**src/rtl/arb_rr4.sv**
```systemverilog
// ============================================================================
//  Module   : arb_rr4
//  Purpose  : Four-requester round-robin arbiter with a bounded hold time.
//             One owner holds the resource until it signals done, drops its
//             request, or reaches HOLD_MAX cycles. Every release is followed
//             by a single turnaround (GAP) cycle with no grant.
//  Ports    : clk      - clock, rising edge
//             rst      - synchronous active-high reset
//             req[3:0] - request lines, bit k = requester k
//             done     - current owner releases the resource
//             gnt[3:0] - one-hot grant (registered)
//             gnt_id   - binary index of owner, holds last value when idle
//             gnt_vld  - high iff gnt is non-zero
//             tout     - one-cycle pulse after a HOLD_MAX forced release
//  Revision : 1.0  initial release
// ============================================================================
`default_nettype none

module arb_rr4 #(
   parameter int HOLD_MAX = 8
) (
   input  logic       clk,
   input  logic       rst,
   input  logic [3:0] req,
   input  logic       done,
   output logic [3:0] gnt,
   output logic [1:0] gnt_id,
   output logic       gnt_vld,
   output logic       tout
);

   localparam logic [3:0] C_HOLD_MAX = 4'(HOLD_MAX);

   typedef enum logic [1:0] {
      ST_IDLE  = 2'd0,
      ST_GRANT = 2'd1,
      ST_GAP   = 2'd2
   } state_t;

   state_t     state_q, state_d;
   logic [1:0] ptr_q, ptr_d;
   logic [3:0] cnt_q, cnt_d;
   logic [3:0] gnt_q, gnt_d;
   logic [1:0] gnt_id_q, gnt_id_d;
   logic       gnt_vld_q, gnt_vld_d;
   logic       tout_q, tout_d;

   logic       sel_found;
   logic [1:0] sel_id;
   logic [1:0] cand;
   logic       rel_done;
   logic       rel_drop;
   logic       rel_max;

   // First set request scanning from ptr upwards, wrapping modulo 4.
   always_comb begin
      sel_found = 1'b0;
      sel_id    = ptr_q;
      cand      = ptr_q;
      for (int i = 0; i < 4; i++) begin
         cand = ptr_q + 2'(i);
         if (!sel_found && req[cand]) begin
            sel_found = 1'b1;
            sel_id    = cand;
         end
      end
   end

   always_comb begin
      rel_done = done;
      rel_drop = ~req[gnt_id_q];
      // >= guards against an out-of-range count ever sticking the grant
      rel_max  = (cnt_q >= C_HOLD_MAX);
   end

   always_comb begin
      state_d   = state_q;
      ptr_d     = ptr_q;
      cnt_d     = cnt_q;
      gnt_d     = gnt_q;
      gnt_id_d  = gnt_id_q;
      gnt_vld_d = gnt_vld_q;
      tout_d    = 1'b0;

      case (state_q)
         ST_IDLE: begin
            gnt_d     = 4'b0000;
            gnt_vld_d = 1'b0;
            if (sel_found) begin
               state_d   = ST_GRANT;
               gnt_d     = 4'b0001 << sel_id;
               gnt_id_d  = sel_id;
               gnt_vld_d = 1'b1;
               cnt_d     = 4'd1;
            end
         end

         ST_GRANT: begin
            if (rel_done || rel_drop || rel_max) begin
               state_d   = ST_GAP;
               gnt_d     = 4'b0000;
               gnt_vld_d = 1'b0;
               ptr_d     = gnt_id_q + 2'd1;
               cnt_d     = 4'd0;
               // Timeout is only reported when expiry alone forced the release
               tout_d    = rel_max && !rel_done && !rel_drop;
            end else begin
               cnt_d = cnt_q + 4'd1;
            end
         end

         ST_GAP: begin
            // Turnaround cycle: requests and done are not looked at here
            state_d   = ST_IDLE;
            gnt_d     = 4'b0000;
            gnt_vld_d = 1'b0;
         end

         default: begin
            state_d   = ST_IDLE;
            gnt_d     = 4'b0000;
            gnt_vld_d = 1'b0;
         end
      endcase
   end

   always_ff @(posedge clk) begin
      if (rst) begin
         state_q   <= ST_IDLE;
         ptr_q     <= 2'd0;
         cnt_q     <= 4'd0;
         gnt_q     <= 4'b0000;
         gnt_id_q  <= 2'd0;
         gnt_vld_q <= 1'b0;
         tout_q    <= 1'b0;
      end else begin
         state_q   <= state_d;
         ptr_q     <= ptr_d;
         cnt_q     <= cnt_d;
         gnt_q     <= gnt_d;
         gnt_id_q  <= gnt_id_d;
         gnt_vld_q <= gnt_vld_d;
         tout_q    <= tout_d;
      end
   end

   assign gnt     = gnt_q;
   assign gnt_id  = gnt_id_q;
   assign gnt_vld = gnt_vld_q;
   assign tout    = tout_q;

endmodule

`default_nettype wire

```
**config.mk**
```make
export PLATFORM = sky130hd
export DESIGN_NAME = arb_rr4
export DESIGN_NICKNAME = d
export VERILOG_FILES = /design/src/rtl/arb_rr4.sv
export SDC_FILE = /design/constraint.sdc
export NUM_CORES = 1
export LEC_CHECK = 0
export ABC_CLOCK_PERIOD_IN_PS = 4000
export CORE_MARGIN = 3
export CORE_UTILIZATION = 35
export DETAILED_ROUTE_END_ITERATION = 8
export GPL_TIMING_DRIVEN = 0
export PLACE_DENSITY = 0.66
export RECOVER_POWER = 50
export SLEW_MARGIN = 25
export SYNTH_ARGS = -nofsm -noshare
export SYNTH_HDL_FRONTEND = slang
export SYNTH_SLANG_ARGS = --single-unit
export TNS_END_PERCENT = 1
```
**constraint.sdc**
```tcl
create_clock -name clk -period 4 [get_ports clk]
set_input_delay 0.8 -clock clk [delete_from_list [all_inputs] [get_ports clk]]
set_output_delay 0.8 -clock clk [all_outputs]
set_load 0.01 [all_outputs]
```
==> impl_metrics.toml, run 1 <==
# implementation run metrics
[outcome]
outcome = "finished clean"

[logic_synthesis]
post_synth.cell_area_avg_um2 = 8.86
numSynthFlops = 16
seq_area_frac_synth_pct = 40.6
ys_top_cells_by_count = "dfxtp_1, nor2_1, a21oi_1"
synth.cellmix.xorXnorShare_pct = 1.11
yosys.cell_count.top_type = "dfxtp_1"
cell_area_after_synthesis_um2 = 788
synth_top_cell_by_area = "dfxtp_1"
synthTopLogicFamily = "simple AND/OR/NAND/NOR gates"
synth_nets = 98
edf_count = 0
post_synth_mux_area_share_pct = 5.40
ys_sh_aoi_pct = 20.8
synth.cellmix.adderShare_pct = 3.17
ys_area_um2 = 788
number_of_instances_in_the_synthesized_netlist = 89
synth-async-reset-ratio_pct = 0

[worst_setup_path]
timing.critical_path.from_type = "input pin"
critPathTopFamily = "simple AND/OR/NAND/NOR gates"
beginning_of_the_worst_register_to_register_path = "gnt_id[0]"
critical_path.reg2reg.endpoint = "cnt_q[2]"
critical_path_cell_count = 6
crit_fanout = 9
setup.worst_path.start = "req[3]"
reg2regPathDepth = 5
crit_path_cell_trace = "dlygate4sd3_1, mux2_2, a22oi_1, nor3_1, o21ai_0, a21oi_1"
crit_required_ps = 4220
crit_slowest_cell = "nor3_1"
worstPathArrival_ps = 2890
critical_path.endpoint = "cnt_q[2]"
worst-path-buf-inv = 1
slowest_delay_ps = 760

[hold_path]
hold_class = "reg -> reg"
count_of_cells_along_the_worst_hold_path = 2
worstHoldStart = "gnt_vld"
hold_path_end = "gnt_vld"

[pwr]
clk-power_uw = 82.9
combPwrFrac_pct = 22.3
power.leakage_uw = 0.000402
top_power_group = "registers"
net-switching-power_uw = 96.9
total_power_draw_uw = 340
clock_share_of_power_pct = 24.4
power.ir.vdd_worst_mv = 0.178
power_per_cell_area_mw_per_mm2 = 358
pwr.group.sequential_uw = 181
power.share.sequential_pct = 53.4

[cts]
clkTransAtPathRegs_ps = 90
cts.htree.levels = 1
cts_sinks = 16
clock_insertion_delay_worst_skew_ps = 280
postCtsSetupRepairBufs = 0
cells_resized_by_post_cts_repair = 0
post_cts_hold_buffer_count = 0
cts-root-to-sink-buffers = 2

[grt]
grt.overflow.total = 0
grt.met2_usage_pct = 19.0
grt_use_met1_pct = 17.4
grt_pass1_wl_um = 2680
vias_in_the_first_global_route = 645
grt-busiest-layer = "met2"
globalRouteTotalUtil_pct = 13.0

[die]
chipArea_mm2 = 0.00286
row_count = 16
io_pins = 15
die_x_um = 53.5

[finish]
final.signal_inverter_count = 5
clock_buffer_count = 3
nMultiInputCombCells = 65
antenna_cells = 0
seqAreaFraction_pct = 33.7
layout-drive-gt1-share_pct = 6.67
clock_cell_area_share_pct = 2.37
signal_buffers = 16
final_layout_top_logic_cell = "dfxtp_1"
final_cells = 132
comb_area_share_pct = 43.5
bufAreaShareNonClock_pct = 14.9
dominant-cell-class = "multi-input combinational cells"

[detailed_routing]
avgRoutedWirePerCell_um = 11.7
detail_route.drc_violations = 0
detailroute.via_count = 651
first_iter_violations = 8
met1_length_um = 827
drt-pass1-iter-count = 5
drtAntennaViolNets = 0
routed_wirelength_um = 1540

[timing]
max_slew.worst_pin.slew_ps = 909
finalWorstSetupSlack_ps = 1330
timing_hold_violations_final = 0
hold_slack_ps = 463
fin_worst_skew_ps = 2.52
unrepaired_setup_endpoints_after_global_routing = "false"
timing.final.max_slew_violations = 0
final.min_clock_period_ps = 2670
sum_of_negative_setup_slack_ps = 0

[flow_run]
warnings = 28

[place]
gp_routability_congestion = 0.777
portBuffers = 13
place_worst_setup_slack_ps = 1260
**Run 1: routed clock nets over the placement**

Drawn at 12 px/um.
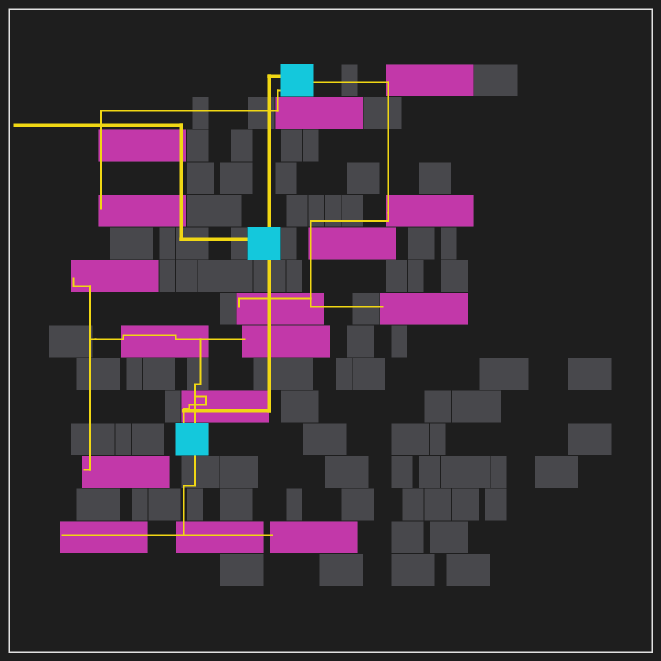
[magenta] flip-flops | count: 16
[cyan] clock drivers | count: 3
[yellow] clock wires | length: 212 um
routed clock nets	4

**Run 1: local utilization**

Drawn at 4 px/um. The die is cut into 11 by 11 equal tiles; black is low, pale yellow is high, 0 to 100% covered.
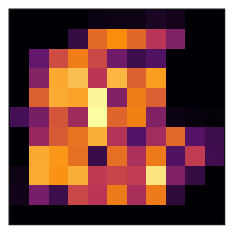
tiles over 75% full	13%
nearly empty tiles	34%
emptiest ninth of the die	upper right
fullest tile	99%
mean over tiles	32%
area of the core region: 0.00204 mm2
fp_density: 38.6%
final standard cell utilization of the core: 46.5%

**Run 1: a small window of the routed layout**

Window x 14 to 39, y 14 to 39 um. Cells in grey, sequential cells in the stronger grey; small squares are vias.
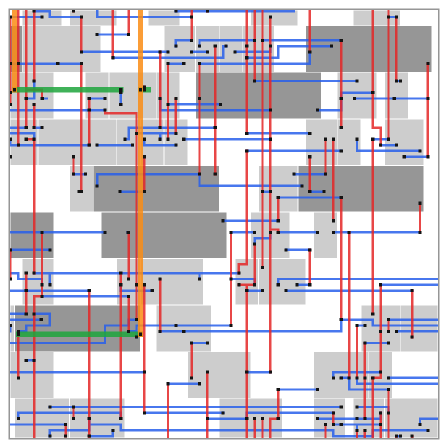
colour	layer
green	metal 3
orange	metal 4
blue	metal 1
red	metal 2
sequential cells in the window	6
cells with their middle in the window	47
most frequent	dfxtp_1 (6), nor2_1 (5)
netlist names of flops here include	`gnt_id` (2), `state_q` (2)

**Run 1: cell classes on the final placement**

Drawn at 8 px/um. Fill, decap, tap and diode cells in grey.
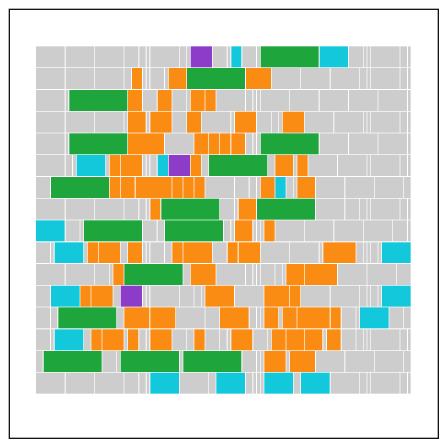

==> run 2: changes to the inputs <==
- ABC_CLOCK_PERIOD_IN_PS: 4000 -> 2150
- PLACE_DENSITY: 0.66 -> 0.68
- clock period: 4 -> 2.15 ns (I/O delays scaled with it)
**Run 2: cell classes on the final placement**

Drawn at 8 px/um. Fill, decap, tap and diode cells in grey.
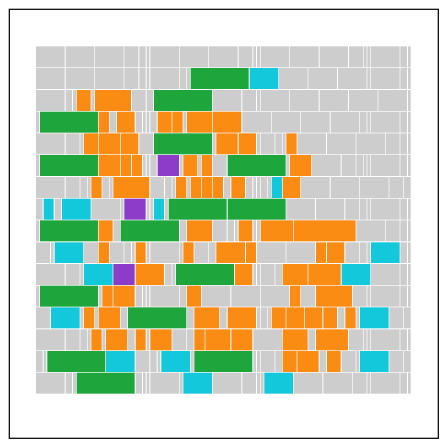
colour	class	cells
green	flops	16
cyan	other buffers and delay cells	16
purple	clock drivers	3
orange	combinational and other logic	70
Cell Rows: 16
fraction of standard cell area that is sequential: 32.9%
Finished Cell Area: 975 um2
final standard cell utilization of the core: 47.7%

==> run 2 against run 1 <==
Compared with the run above:
- first-iteration DRC count grew 140%
- largest power group unchanged
- synthesized area unchanged
- critical endpoint is now gnt[1]
- cell count unchanged
- critical path type unchanged
==> impl_metrics.toml, run 2 <==
# implementation run metrics
[outcome]
outcome = "finished clean"

[worst_setup_path]
critical_path.reg2reg.endpoint = "cnt_q[2]"
crit_required_ps = 2310
critPathTopFamily = "simple AND/OR/NAND/NOR gates"
crit_slowest_cell = "clkdlybuf4s50_1"
beginning_of_the_worst_register_to_register_path = "gnt_id[0]"
timing.critical_path.from_type = "input pin"
reg2regPathDepth = 5
crit_fanout = 6
worstPathArrival_ps = 2170
setup.worst_path.start = "req[2]"
crit_path_cell_trace = "clkdlybuf4s50_1, nor4_2, or3_1, clkbuf_1, and3b_1, a22oi_1, nor2_1"
slowest_delay_ps = 510

[timing]
timing_hold_violations_final = 0
hold_slack_ps = 467
fin_worst_skew_ps = 4.92
final.min_clock_period_ps = 2020
max_slew.worst_pin.slew_ps = 548
finalWorstSetupSlack_ps = 134
unrepaired_setup_endpoints_after_global_routing = "false"
timing.final.max_slew_violations = 0

[logic_synthesis]
yosys.cell_count.top_type = "dfxtp_1"
post_synth.cell_area_avg_um2 = 8.86
numSynthFlops = 16
post_synth_mux_area_share_pct = 5.40
ys_sh_aoi_pct = 20.8
synthTopLogicFamily = "simple AND/OR/NAND/NOR gates"
ys_top_cells_by_count = "dfxtp_1, nor2_1, a21oi_1"
synth_nets = 98
cell_area_after_synthesis_um2 = 788
synth-async-reset-ratio_pct = 0
number_of_instances_in_the_synthesized_netlist = 89
synth_top_cell_by_area = "dfxtp_1"

[grt]
grt.met2_usage_pct = 18.8
globalRouteTotalUtil_pct = 12.6
vias_in_the_first_global_route = 608
grt_use_met1_pct = 17.2
grt-busiest-layer = "met2"

[pwr]
power.share.sequential_pct = 53.3
pwr.group.sequential_uw = 339
power_per_cell_area_mw_per_mm2 = 652
top_power_group = "registers"
clock_share_of_power_pct = 23.4
total_power_draw_uw = 635
combPwrFrac_pct = 23.3
power.ir.vdd_worst_mv = 0.399
clk-power_uw = 149

[finish]
bufAreaShareNonClock_pct = 14.5
clock_cell_area_share_pct = 2.31
clock_buffer_count = 3
final.signal_inverter_count = 5
comb_area_share_pct = 44.9
final_cells = 132
dominant-cell-class = "multi-input combinational cells"

[detailed_routing]
first_iter_violations = 19
detail_route.drc_violations = 0
drtAntennaViolNets = 0
drt-pass1-iter-count = 4
met1_length_um = 836
detailroute.via_count = 657

[cts]
cts-root-to-sink-buffers = 2
postCtsSetupRepairBufs = 0
cts_sinks = 16
cells_resized_by_post_cts_repair = 0

[die]
io_pins = 15
die_x_um = 53.5

[place]
place_worst_setup_slack_ps = -234
portBuffers = 13

[hold_path]
hold_path_end = "gnt_vld"
Power figures rest on the tool's default switching activity, not on a simulated workload.
